File: config.mk
export PLATFORM = sky130hd
export DESIGN_NAME = gpio_arbiter
export DESIGN_NICKNAME = d
export VERILOG_FILES = /design/src/rtl/gpio_arb_pkg.sv /design/src/rtl/gpio_arb_rr.sv /design/src/rtl/gpio_arbiter.sv
export SDC_FILE = /design/constraint.sdc
export NUM_CORES = 1
export LEC_CHECK = 0
export ABC_AREA = 1
export CORE_MARGIN = 5
export CORE_UTILIZATION = 45
export CTS_CLUSTER_DIAMETER = 40
export CTS_CLUSTER_SIZE = 16
export DETAILED_ROUTE_END_ITERATION = 6
export MAX_ROUTING_LAYER = met4
export PLACE_DENSITY = 0.93
export SYNTH_ARGS = -nofsm -noshare
export SYNTH_HDL_FRONTEND = slang
export SYNTH_SLANG_ARGS = --single-unit
File: constraint.sdc
create_clock -name clk -period 1.89 [get_ports clk]
set_clock_uncertainty 0.1 [all_clocks]
set_input_delay 0.378 -clock clk [delete_from_list [all_inputs] [get_ports clk]]
set_output_delay 0.378 -clock clk [all_outputs]
set_load 0.02 [all_outputs]
File: src/rtl/gpio_arb_pkg.sv
// Shared types and register offsets for the two-master GPIO arbiter.
package gpio_arb_pkg;

    typedef enum logic [1:0] {
        ST_IDLE  = 2'd0,
        ST_ISSUE = 2'd1,
        ST_RESP  = 2'd2
    } state_t;

    localparam logic [3:0] GPIO_DATA_OFF = 4'h0;
    localparam logic [3:0] GPIO_DIR_OFF  = 4'h4;
    localparam logic [3:0] GPIO_IN_OFF   = 4'h8;

endpackage

File: src/rtl/gpio_arb_rr.sv
// Two-way round-robin picker: a lone requester always wins, a tie goes to ptr.
module gpio_arb_rr (
    input  logic [1:0] req,
    input  logic       ptr,
    output logic       grant
);

    always_comb begin
        // NOTE: grant gets a default before the ifs so every path assigns it and no latch is inferred.
        grant = ptr;
        if (req == 2'b01) begin
            grant = 1'b0;
        end else if (req == 2'b10) begin
            grant = 1'b1;
        end
    end

endmodule

File: src/rtl/gpio_arbiter.sv
// Arbitrates two register masters onto one GPIO register port, one access per 3 cycles.
// Define GPIO_ARB_ERR_EN to reject unmapped offsets and writes to the input register.
module gpio_arbiter
    import gpio_arb_pkg::*;
#(
    parameter int ADDR_W = 4,
    parameter int DATA_W = 32
) (
    input  logic              clk,
    input  logic              reset,
    input  logic              m0_req,
    input  logic              m0_we,
    input  logic [ADDR_W-1:0] m0_addr,
    input  logic [DATA_W-1:0] m0_wdata,
    output logic              m0_ack,
    output logic [DATA_W-1:0] m0_rdata,
    output logic              m0_err,
    input  logic              m1_req,
    input  logic              m1_we,
    input  logic [ADDR_W-1:0] m1_addr,
    input  logic [DATA_W-1:0] m1_wdata,
    output logic              m1_ack,
    output logic [DATA_W-1:0] m1_rdata,
    output logic              m1_err,
    output logic              gpio_we,
    output logic              gpio_re,
    output logic [ADDR_W-1:0] gpio_addr,
    output logic [DATA_W-1:0] gpio_wdata,
    input  logic [DATA_W-1:0] gpio_rdata
);

    state_t            state_q;
    logic              ptr_q;
    logic              win_q;
    logic              we_q;
    logic              err_q;
    logic [1:0]        ack_q;
    logic [DATA_W-1:0] rdata0_q;
    logic [DATA_W-1:0] rdata1_q;

    logic              grant;
    logic              sel_we;
    logic [ADDR_W-1:0] sel_addr;
    logic [DATA_W-1:0] sel_wdata;
    logic              sel_bad;
    logic [DATA_W-1:0] resp_data;

    gpio_arb_rr u_rr (
        .req   ({m1_req, m0_req}),
        .ptr   (ptr_q),
        .grant (grant)
    );

    assign sel_we    = grant ? m1_we    : m0_we;
    assign sel_addr  = grant ? m1_addr  : m0_addr;
    assign sel_wdata = grant ? m1_wdata : m0_wdata;

`ifdef GPIO_ARB_ERR_EN
    assign sel_bad = !((sel_addr == ADDR_W'(GPIO_DATA_OFF)) ||
                       (sel_addr == ADDR_W'(GPIO_DIR_OFF))  ||
                       ((sel_addr == ADDR_W'(GPIO_IN_OFF)) && !sel_we));
    assign m0_err  = ack_q[0] & err_q;
    assign m1_err  = ack_q[1] & err_q;
`else
    assign sel_bad = 1'b0;
    assign m0_err  = 1'b0;
    assign m1_err  = 1'b0;
`endif

    // gpio_rdata only arrives during RESP, so the acked master sees it directly; others see their last capture.
    assign resp_data = (we_q || err_q) ? '0 : gpio_rdata;
    assign m0_ack    = ack_q[0];
    assign m1_ack    = ack_q[1];
    assign m0_rdata  = ack_q[0] ? resp_data : rdata0_q;
    assign m1_rdata  = ack_q[1] ? resp_data : rdata1_q;

    // NOTE: all state below uses non-blocking assignments so every flop samples pre-edge values.
    always_ff @(posedge clk or negedge reset) begin
        if (!reset) begin
            state_q    <= ST_IDLE;
            ptr_q      <= 1'b0;
            win_q      <= 1'b0;
            we_q       <= 1'b0;
            err_q      <= 1'b0;
            ack_q      <= 2'b00;
            rdata0_q   <= '0;
            rdata1_q   <= '0;
            gpio_we    <= 1'b0;
            gpio_re    <= 1'b0;
            gpio_addr  <= '0;
            gpio_wdata <= '0;
        end else begin
            case (state_q)
                ST_IDLE: begin
                    if (m0_req || m1_req) begin
                        win_q      <= grant;
                        we_q       <= sel_we;
                        err_q      <= sel_bad;
                        gpio_addr  <= sel_addr;
                        gpio_wdata <= sel_wdata;
                        gpio_we    <= sel_we & ~sel_bad;
                        gpio_re    <= ~sel_we & ~sel_bad;
                        ptr_q      <= ~grant;
                        state_q    <= ST_ISSUE;
                    end
                end
                ST_ISSUE: begin
                    gpio_we        <= 1'b0;
                    gpio_re        <= 1'b0;
                    ack_q[win_q]   <= 1'b1;
                    state_q        <= ST_RESP;
                end
                ST_RESP: begin
                    ack_q <= 2'b00;
                    if (win_q) begin
                        rdata1_q <= resp_data;
                    end else begin
                        rdata0_q <= resp_data;
                    end
                    state_q <= ST_IDLE;
                end
                default: state_q <= ST_IDLE;
            endcase
        end
    end

endmodule

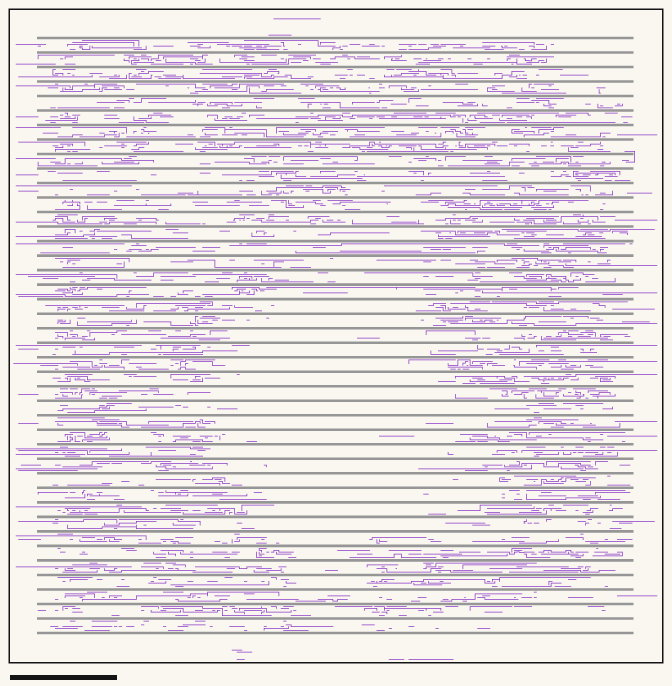
layer_met1.png
Scale bar: 20 µm. Supply wires on this layer in gray.
wire length on this layer = 7,070 µm
nets with wire on the layer = 948
met1 Usage GRT: 0.282
final wirelength: 17,900 µm
via count: 5,750

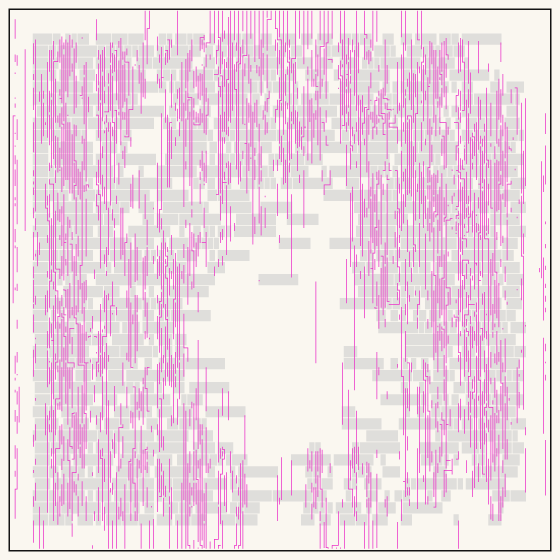
layer_met2.png
longest straight run = 42.3 µm
nets with wire on the layer = 926
met2 GRT Util: 0.390

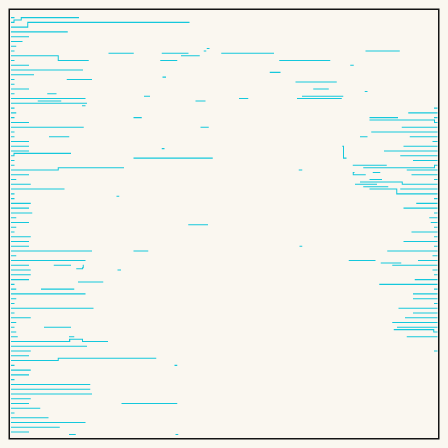
layer_met3.png
main direction = horizontal
share of all routed wire = 7.8%
longest straight run = 46.0 µm
wire length on this layer = 1,400 µm
met3 Use GR: 0.0520

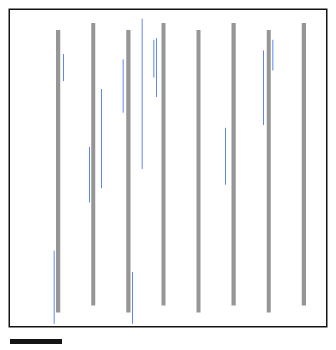
layer_met4.png
Scale bar: 20 µm. Supply wires on this layer in gray.
main direction = vertical
longest straight run = 57.8 µm
wire length on this layer = 294 µm
share of all routed wire = 1.6%

==> Changelog: implementation <==
### Implementation results

* Outcome: finished with violations
* Failing checks: negative setup slack
* Worst Path Max Fanout at 8
* Kind of critical path: reg -> out
* Cell type with the largest total area: dfrtp_1
* Top-level I/O count at 216
* Clock buf count at 10
* Max Cap Violations at 0
* Setup tns final at -3.93 ns
* Pin count of the biggest net entering global routing at 65
* Die y size at 122 µm
* Reg2Reg Setup Slack at 0.29 ns
* Final setup vio count at 64
* Fp_density at 0.454
* Wire length on met3 at 1400 µm
* Filler cell count at 854
* Final worst-path cycle share at 1.07
* Comb pwr at 9.08 mW
* Placeable core area at 12,500 µm²
* Yosys cell count at 737
* Crit path DAT at 1.54 ns
* Cts bufs inserted at 9
* Cell Type Count at 25
* Post-CTS Hold Fix Bufs at 1
* Syn avg cell area at 7.69 µm²
* Clock group at 1.83 mW
* Die Size at 14,900 µm²
* GR peak layer: met2
* Clk pwr share at 0.124
* CP max stage delay at 0.51 ns
* Iter 0 DRT Violations at 509
* Cell Area, Synth at 5660 µm²
* Post-DR vias/cell at 4.99
* Seq/total area at 0.306
* Total track usage at 0.233
* Reg2reg start: state_q[0]
* CTS max path bufs at 2
* Clock Tree Root: clkbuf_16
* Critical path, cell by cell: clkbuf_16, nor2_4, nand2_1, o21ai_1, buf_4
* Post-synth EDFFs at 0
* Inverters at 109
* Cell-internal power at 8.11 mW
* Met2 wire len at 9100 µm
* First-pass GRT wire length at 27,200 µm
* Most frequent logic cell in the layout: nand2_1
* Signal buffers at 274
* Top logic cells by instance count in the layout: nand2_1 (184), clkdlybuf4s50_1 (144), inv_1 (106), dfrtp_1 (106), buf_4 (94)
* Syn-to-layout area delta at 57.8%
* Final Max Slew Viols at 0
* Top logic family: simple AND/OR/NAND/NOR gates
* Post-placement setup slack at -0.517 ns
* Tap cells at 172
* Largest cell class: flip-flops and latches
* Async SR Flop Fraction at 1.00
* Reg power frac at 0.261
* Worst Slack Setup Final at -0.129 ns
* Global route overflow at 0
* FA/HA/MAJ Cells, Area Fraction at 0.00884
* Yosys top cell by instances: nand2_1
* Clock-cell share at 0.0315
* Resized cells post-CTS at 388
* FMAX at 0.495 GHz
* Largest Pwr Group: combinational logic
* R2r endpoint: rdata1_q[13]
* Wire per inst at 15.5 µm
* Sw frac at 0.451
* Fraction of area in multi-input gates at 0.291
* Post-synth area hogs: dfrtp_1 (48%), nand2_1 (13%), o21ai_0 (12%), inv_1 (7.0%), nand3_1 (4.8%)
* Hold Crit Class: in -> async
* Largest delay share family, worst path: flip-flops
* Crit path from: we_q
* And+or+nand+nor area frac at 0.266
* Compound Share, Synth at 0.124
==> flip-flops by register name (all words and copies together) (netlist names) <==
name / count
state_q: 2
we_q: 1
gpio_re: 1
rdata0_q: 32
gpio_addr: 4
gpio_wdata: 32
rdata1_q: 32
win_q: 1
gpio_we: 1
ack_q: 2
ptr_q: 1
==> stage by stage <==
step / util / power [mW] / hold WS, ns / cell area, µm² / std cells
after floorplan: - / 8.20 / -0.0176 / 5670 / 738
after global placement: 0.665 / 12.0 / 0.161 / 8290 / 1126
after detailed placement: 0.665 / 12.2 / 0.158 / 8290 / 1126
after CTS: 0.681 / 13.8 / 0.340 / 8490 / 1142
after global routing: 0.717 / 15.7 / 0.369 / 8940 / 1152
final: 0.717 / 14.8 / 0.352 / 8940 / 1152
Power and IR drop assume default switching activity.
